<file path="src/rtl/bus_capture_rx.sv">
// ---------------------------------------------------------------------------
// bus_capture_rx
//
// Receive side of the shared 7-bit tri-state data bus. The block watches the
// driver's active-low enable line. Once the enable has been low for
// SETTLE_CYCLES consecutive sampled edges after the bus turned around, it
// captures exactly one word for that drive window. Captured words go into a
// small circular FIFO, and a valid/ready consumer drains that FIFO.
//
// Parameters
//   SETTLE_CYCLES  consecutive low samples of bus_drv_n before capture (1..15)
//   DEPTH          FIFO depth in words, power of two (2..8)
//
// Ports
//   clk         system clock, rising edge
//   rst_n       asynchronous active-low reset
//   bus_data    shared bus value, meaningful only while driven
//   bus_drv_n   bus driver enable (0 = bus driven), synchronous to clk
//   out_data    FIFO head word (holds stale data while out_valid is 0)
//   out_valid   FIFO non-empty
//   out_ready   consumer accepts out_data when out_valid is also high
//   fifo_count  number of words held, 0..DEPTH
//   overflow    sticky: a captured word was dropped because the FIFO was full
//   clr_ovf     synchronous clear for overflow (a same-edge drop wins)
// ---------------------------------------------------------------------------
module bus_capture_rx #(
  parameter int SETTLE_CYCLES = 2,
  parameter int DEPTH         = 4
) (
  input  logic       clk,
  input  logic       rst_n,
  input  logic [6:0] bus_data,
  input  logic       bus_drv_n,
  output logic [6:0] out_data,
  output logic       out_valid,
  input  logic       out_ready,
  output logic [3:0] fifo_count,
  output logic       overflow,
  input  logic       clr_ovf
);

  localparam int          PW       = $clog2(DEPTH);
  localparam logic [3:0]  SETTLE_C = 4'(SETTLE_CYCLES);
  localparam logic [3:0]  DEPTH_C  = 4'(DEPTH);
  localparam logic [PW-1:0] PTR_ONE = PW'(1);

  typedef enum logic [1:0] {
    ST_IDLE    = 2'd0,
    ST_SETTLE  = 2'd1,
    ST_WAIT    = 2'd2
  } state_e;

  state_e        state_q, state_d;
  logic [3:0]    cnt_q, cnt_d;

  logic [6:0]    mem_q [DEPTH];
  logic [PW-1:0] wr_ptr_q, wr_ptr_d;
  logic [PW-1:0] rd_ptr_q, rd_ptr_d;
  logic [3:0]    count_q, count_d;
  logic          valid_q, valid_d;
  logic          ovf_q, ovf_d;

  logic          wr_s;
  logic          pop_s;
  logic          full_s;
  logic          push_s;
  logic          drop_s;

  // Window FSM: counts settle cycles and raises a single-cycle capture strobe.
  always_comb begin
    state_d = state_q;
    cnt_d   = cnt_q;
    wr_s    = 1'b0;
    case (state_q)
      ST_IDLE: begin
        if (!bus_drv_n) begin
          state_d = ST_SETTLE;
          cnt_d   = 4'd1;
        end else begin
          state_d = ST_IDLE;
          cnt_d   = 4'd0;
        end
      end
      ST_SETTLE: begin
        if (bus_drv_n) begin
          // Window closed before the bus settled: drop it silently.
          state_d = ST_IDLE;
          cnt_d   = 4'd0;
        end else if (cnt_q == SETTLE_C) begin
          wr_s    = 1'b1;
          state_d = ST_WAIT;
        end else if (cnt_q != 4'd15) begin
          cnt_d   = cnt_q + 4'd1;
        end else begin
          cnt_d   = cnt_q;
        end
      end
      ST_WAIT: begin
        // One word per window: sit here until the driver lets go.
        if (bus_drv_n) begin
          state_d = ST_IDLE;
          cnt_d   = 4'd0;
        end else begin
          state_d = ST_WAIT;
        end
      end
      default: begin
        state_d = ST_IDLE;
        cnt_d   = 4'd0;
      end
    endcase
  end

  // FSM state and settle counter registers.
  always_ff @(posedge clk or negedge rst_n) begin
    if (!rst_n) begin
      state_q <= ST_IDLE;
      cnt_q   <= 4'd0;
    end else begin
      state_q <= state_d;
      cnt_q   <= cnt_d;
    end
  end

  // FIFO control: pop/push qualification, pointer, occupancy and flag next-state.
  always_comb begin
    pop_s  = (count_q != 4'd0) && out_ready;
    full_s = (count_q == DEPTH_C);
    // A full FIFO still takes the word when the head leaves on the same edge.
    push_s = wr_s && (!full_s || pop_s);
    drop_s = wr_s && full_s && !pop_s;

    wr_ptr_d = wr_ptr_q;
    rd_ptr_d = rd_ptr_q;
    count_d  = count_q;

    if (push_s) begin
      wr_ptr_d = wr_ptr_q + PTR_ONE;
    end else begin
      wr_ptr_d = wr_ptr_q;
    end

    if (pop_s) begin
      rd_ptr_d = rd_ptr_q + PTR_ONE;
    end else begin
      rd_ptr_d = rd_ptr_q;
    end

    case ({push_s, pop_s})
      2'b10:   count_d = count_q + 4'd1;
      2'b01:   count_d = count_q - 4'd1;
      default: count_d = count_q;
    endcase

    valid_d = (count_d != 4'd0);

    if (drop_s) begin
      ovf_d = 1'b1;
    end else if (clr_ovf) begin
      ovf_d = 1'b0;
    end else begin
      ovf_d = ovf_q;
    end
  end

  // FIFO pointers, occupancy, valid and sticky overflow registers.
  always_ff @(posedge clk or negedge rst_n) begin
    if (!rst_n) begin
      wr_ptr_q <= '0;
      rd_ptr_q <= '0;
      count_q  <= 4'd0;
      valid_q  <= 1'b0;
      ovf_q    <= 1'b0;
    end else begin
      wr_ptr_q <= wr_ptr_d;
      rd_ptr_q <= rd_ptr_d;
      count_q  <= count_d;
      valid_q  <= valid_d;
      ovf_q    <= ovf_d;
    end
  end

  // FIFO storage; cleared on reset so the head reads 7'h00 out of reset.
  always_ff @(posedge clk or negedge rst_n) begin
    if (!rst_n) begin
      for (int i = 0; i < DEPTH; i++) begin
        mem_q[i] <= 7'h00;
      end
    end else if (push_s) begin
      mem_q[wr_ptr_q] <= bus_data;
    end
  end

  assign out_data   = mem_q[rd_ptr_q];
  assign out_valid  = valid_q;
  assign fifo_count = count_q;
  assign overflow   = ovf_q;

endmodule

</file>
<file path="config.mk">
export PLATFORM = sky130hd
export DESIGN_NAME = bus_capture_rx
export DESIGN_NICKNAME = d
export VERILOG_FILES = /design/src/rtl/bus_capture_rx.sv
export SDC_FILE = /design/constraint.sdc
export NUM_CORES = 1
export LEC_CHECK = 0
export ABC_AREA = 1
export CAP_MARGIN = 20
export CORE_UTILIZATION = 34
export DETAILED_ROUTE_END_ITERATION = 7
export PLACE_DENSITY = 0.58
export SLEW_MARGIN = 20
export SYNTH_ARGS = -nofsm -noshare
export SYNTH_HDL_FRONTEND = slang
export SYNTH_SLANG_ARGS = --single-unit
</file>
<file path="constraint.sdc">
create_clock -name clk -period 5 [get_ports clk]
set_input_delay 1.25 -clock clk [delete_from_list [all_inputs] [get_ports clk]]
set_output_delay 1.25 -clock clk [all_outputs]
set_load 0.01 [all_outputs]
</file>
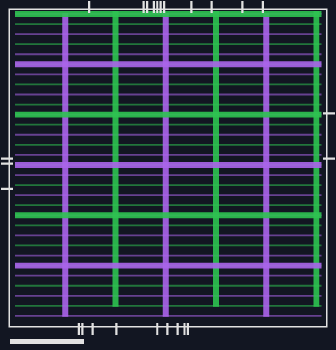
*Supply network*
Scale bar: 20 um. Pins as bars on the die edge.
[purple] VSS
[green] VDD
met4 straps: 6
met5 straps: 6

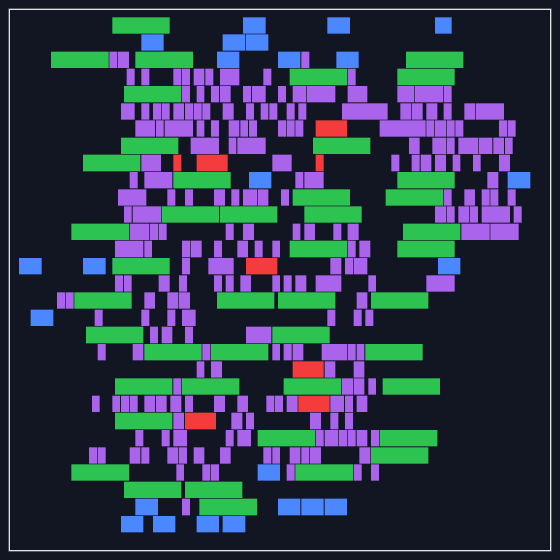
*Cell classes on the final placement*
[green] registers | cells: 44 | share of their area: 42%
[red] clock drivers and dummy loads | cells: 8 | share of their area: 3.4%
[purple] remaining logic cells | cells: 236 | share of their area: 46%
[blue] remaining buffers and delay cells | cells: 24 | share of their area: 9.0%
share of the final layout cell area in sequential cells: 40.02%
post-layout utilization of the core: 40.72%

==> results_tabular.tex <==
% Table of physical implementation metrics
\begin{tabular}{lr}
\hline
Metric & Value \\
\hline
\multicolumn{2}{l}{\textbf{Final layout}} \\
Antenna diode instance count & 0 \\
Nets@finish & 336 \\
Area of all sequential standard cells & between 0.001 and 0.0015 mm\^{}2 \\
Most frequently placed logic cell in the final layout & sky130\_fd\_sc\_hd\_\_nand2\_1 \\
Final clock-cell share & 3.274\% \\
Bufs w/o clock & 24 \\
\multicolumn{2}{l}{\textbf{Worst hold path}} \\
Worst Hold Launch & mem\_q[8] \\
Cell depth of the worst hold path & 2 \\
\multicolumn{2}{l}{\textbf{Power}} \\
Static leakage & about 1.3 nW \\
Clock group & 0.000229 W \\
Cell-internal power & about 0.00084 W \\
Switching Fraction & 41.36\% \\
Worst VDD drop & 0.1560 mV \\
Seq pwr share & 39.5\% \\
Total sequential power & between 0.0005 and 0.0006 W \\
Clock network fraction of total power & around 16\% \\
Pwr Density & between 500 and 600 mW/mm\^{}2 \\
\multicolumn{2}{l}{\textbf{Floorplanning}} \\
Die extent in y & around 85 um \\
Horizontal extent of the die & around 85 um \\
\multicolumn{2}{l}{\textbf{Synth}} \\
Top-area cell share & $\sim$47\% \\
Synthesized area & approximately 0.0024 mm\^{}2 \\
Number of instances in the synthesized netlist & roughly 290 \\
Nets in the synthesized netlist & 310 \\
Avg Synthesized Cell Area & roughly 8.3 um\^{}2 \\
Count of flip-flops with a built-in enable after synthesis & 0 \\
Fraction of synthesis flops using an asynchronous set or reset pin & 100.0\% \\
Area leader, netlist & sky130\_fd\_sc\_hd\_\_dfrtp\_1 \\
\multicolumn{2}{l}{\textbf{Clock network}} \\
CTS tree & done \\
Clock Sinks & roughly 44 \\
H-Tree Depth & 2 \\
Post-CTS repair timing setup buffer count & 0 \\
Root Buffer Master & sky130\_fd\_sc\_hd\_\_clkbuf\_8 \\
Number of CTS-inserted buffers & 5 \\
\multicolumn{2}{l}{\textbf{Worst setup path}} \\
Critical path startpoint category & primary input \\
Most used cell along the critical path & sky130\_fd\_sc\_hd\_\_nand2\_1 \\
Register-to-Register Setup Slack & between 2 and 2.5 ns \\
End of the worst register-to-register path & out\_valid \\
Crit Reg-Reg Startpoint & state\_q[1] \\
Worst Setup EP & out\_valid \\
CP Depth & 15 \\
CP Data Arrival Time & about 3.7 ns \\
CP top delay family & simple AND/OR/NAND/NOR gates \\
Master of the slowest instance on the critical path & sky130\_fd\_sc\_hd\_\_clkdlybuf4s50\_1 \\
Critical path, cell by cell & clkdlybuf4s50\_1 -> nor2\_2 -> inv\_2 -> nor2\_8 -> nand2\_8 -> ha\_1 -> nand2\_1 -> inv\_1 -> nor2\_1 -> ha\_1 -> nand2\_1 -> nand2\_1 -> or2\_1 -> nor2\_1 -> nand3\_1 \\
Element type at the critical path end & flop \\
Crit path buf inv count & 3 \\
\multicolumn{2}{l}{\textbf{GRT}} \\
Total gr overflow & 0 \\
Global-route met2 utilization & around 25\% \\
Number of global-route vias before repair & around 1.9k \\
Top Usage Layer GRT & met2 \\
GR Layer Usage met3 & under 10\% \\
Overall Global Routing Usage & about 16\% \\
\multicolumn{2}{l}{\textbf{Drt}} \\
DRC violations left & 0 \\
Via count of the routed design & between 1.5k and 2k \\
Residual antenna-violating net count after detailed routing & 0 \\
\multicolumn{2}{l}{\textbf{Status}} \\
Result of the run & complete, no violations \\
\multicolumn{2}{l}{\textbf{Timing}} \\
Setup repair after global routing missed its margin & no \\
Final hold viol count & 0 \\
Setup skew after layout & slightly above 0.006 ns \\
Final WS setup & 1.442 ns \\
Worst Max-Slew Pin Slew & roughly 0.56 ns \\
Final hold slack & between 0.4 and 0.5 ns \\
\multicolumn{2}{l}{\textbf{Placement}} \\
Pre-CTS setup slack & approximately 1.1 ns \\
\hline
\end{tabular}
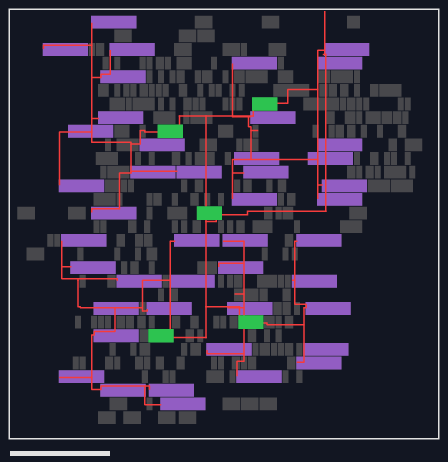
*Routed clock nets over the placement*
Scale bar: 20 um.
[green] clock-net drivers | count: 5
[red] clock wires | length: 580 um
[purple] flip-flops | count: 44
routed clock nets: 6

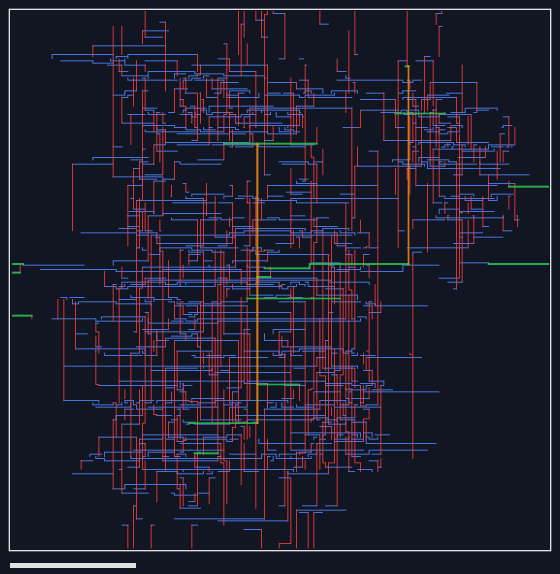
*Routed metal, one colour a layer*
Scale bar: 20 um.
[green] M3 | wire length: 106 um
[blue] M1 | wire length: 2610 um
[orange] M4 | wire length: 75.5 um
[red] M2 | wire length: 2410 um

per-stage QoR:
stage	power [W]	std cells	cell area, um^2
final	0.001429	392	2751
after global routing	0.001556	392	2751
after CTS	0.001443	392	2749
after detailed placement	0.001212	384	2659
after global placement	0.001202	384	2659
after floorplan	0.0009509	285	2365
synth_stat cells (3+ instances only):
master                    count
sky130_fd_sc_hd__o21ai_0     21
sky130_fd_sc_hd__nand3_1     10
sky130_fd_sc_hd__nor2_1      25
sky130_fd_sc_hd__inv_1       25
sky130_fd_sc_hd__nor2_4       4
sky130_fd_sc_hd__ha_1        13
sky130_fd_sc_hd__dfrtp_1     44
sky130_fd_sc_hd__buf_6        3
sky130_fd_sc_hd__nand2_1     82
sky130_fd_sc_hd__o22ai_1      7
sky130_fd_sc_hd__xor2_1       4
sky130_fd_sc_hd__o21ai_1     30
per-layer routing:
| metal | up-vias | share of wire [%] |
|---|---|---|
| li1 | 980 | - |
| met1 | 907 | 50 |
| met2 | 19 | 46 |
| met3 | 6 | 2.0 |
| met4 | 0 | 1.4 |
| met5 | - | 0 |
worst min-delay path, stage by stage, from the launching register on:
cell and delay [ns]:
sky130_fd_sc_hd__dfrtp_1 0.34, sky130_fd_sc_hd__o21ai_1 0.06, sky130_fd_sc_hd__nand2_1 0.05
state kept, by name (all words and copies together), names as in the netlist:
signal / flops
out_valid: 1
fifo_count: 4
state_q: 2
overflow: 1
mem_q: 28
rd_ptr_q: 2
wr_ptr_q: 2
cnt_q: 4
cell families (layout without fill, tap and decap cells):
kind of cell,after synthesis,count (layout),synth area share (%)
buf+inv,31,58,5.873
xor+xnor,6,6,2.222
compound gates,62,62,13.97
fa+ha+maj,13,13,6.878
flops,44,44,46.56
simple gates,129,129,24.50
Power and IR drop assume default switching activity.
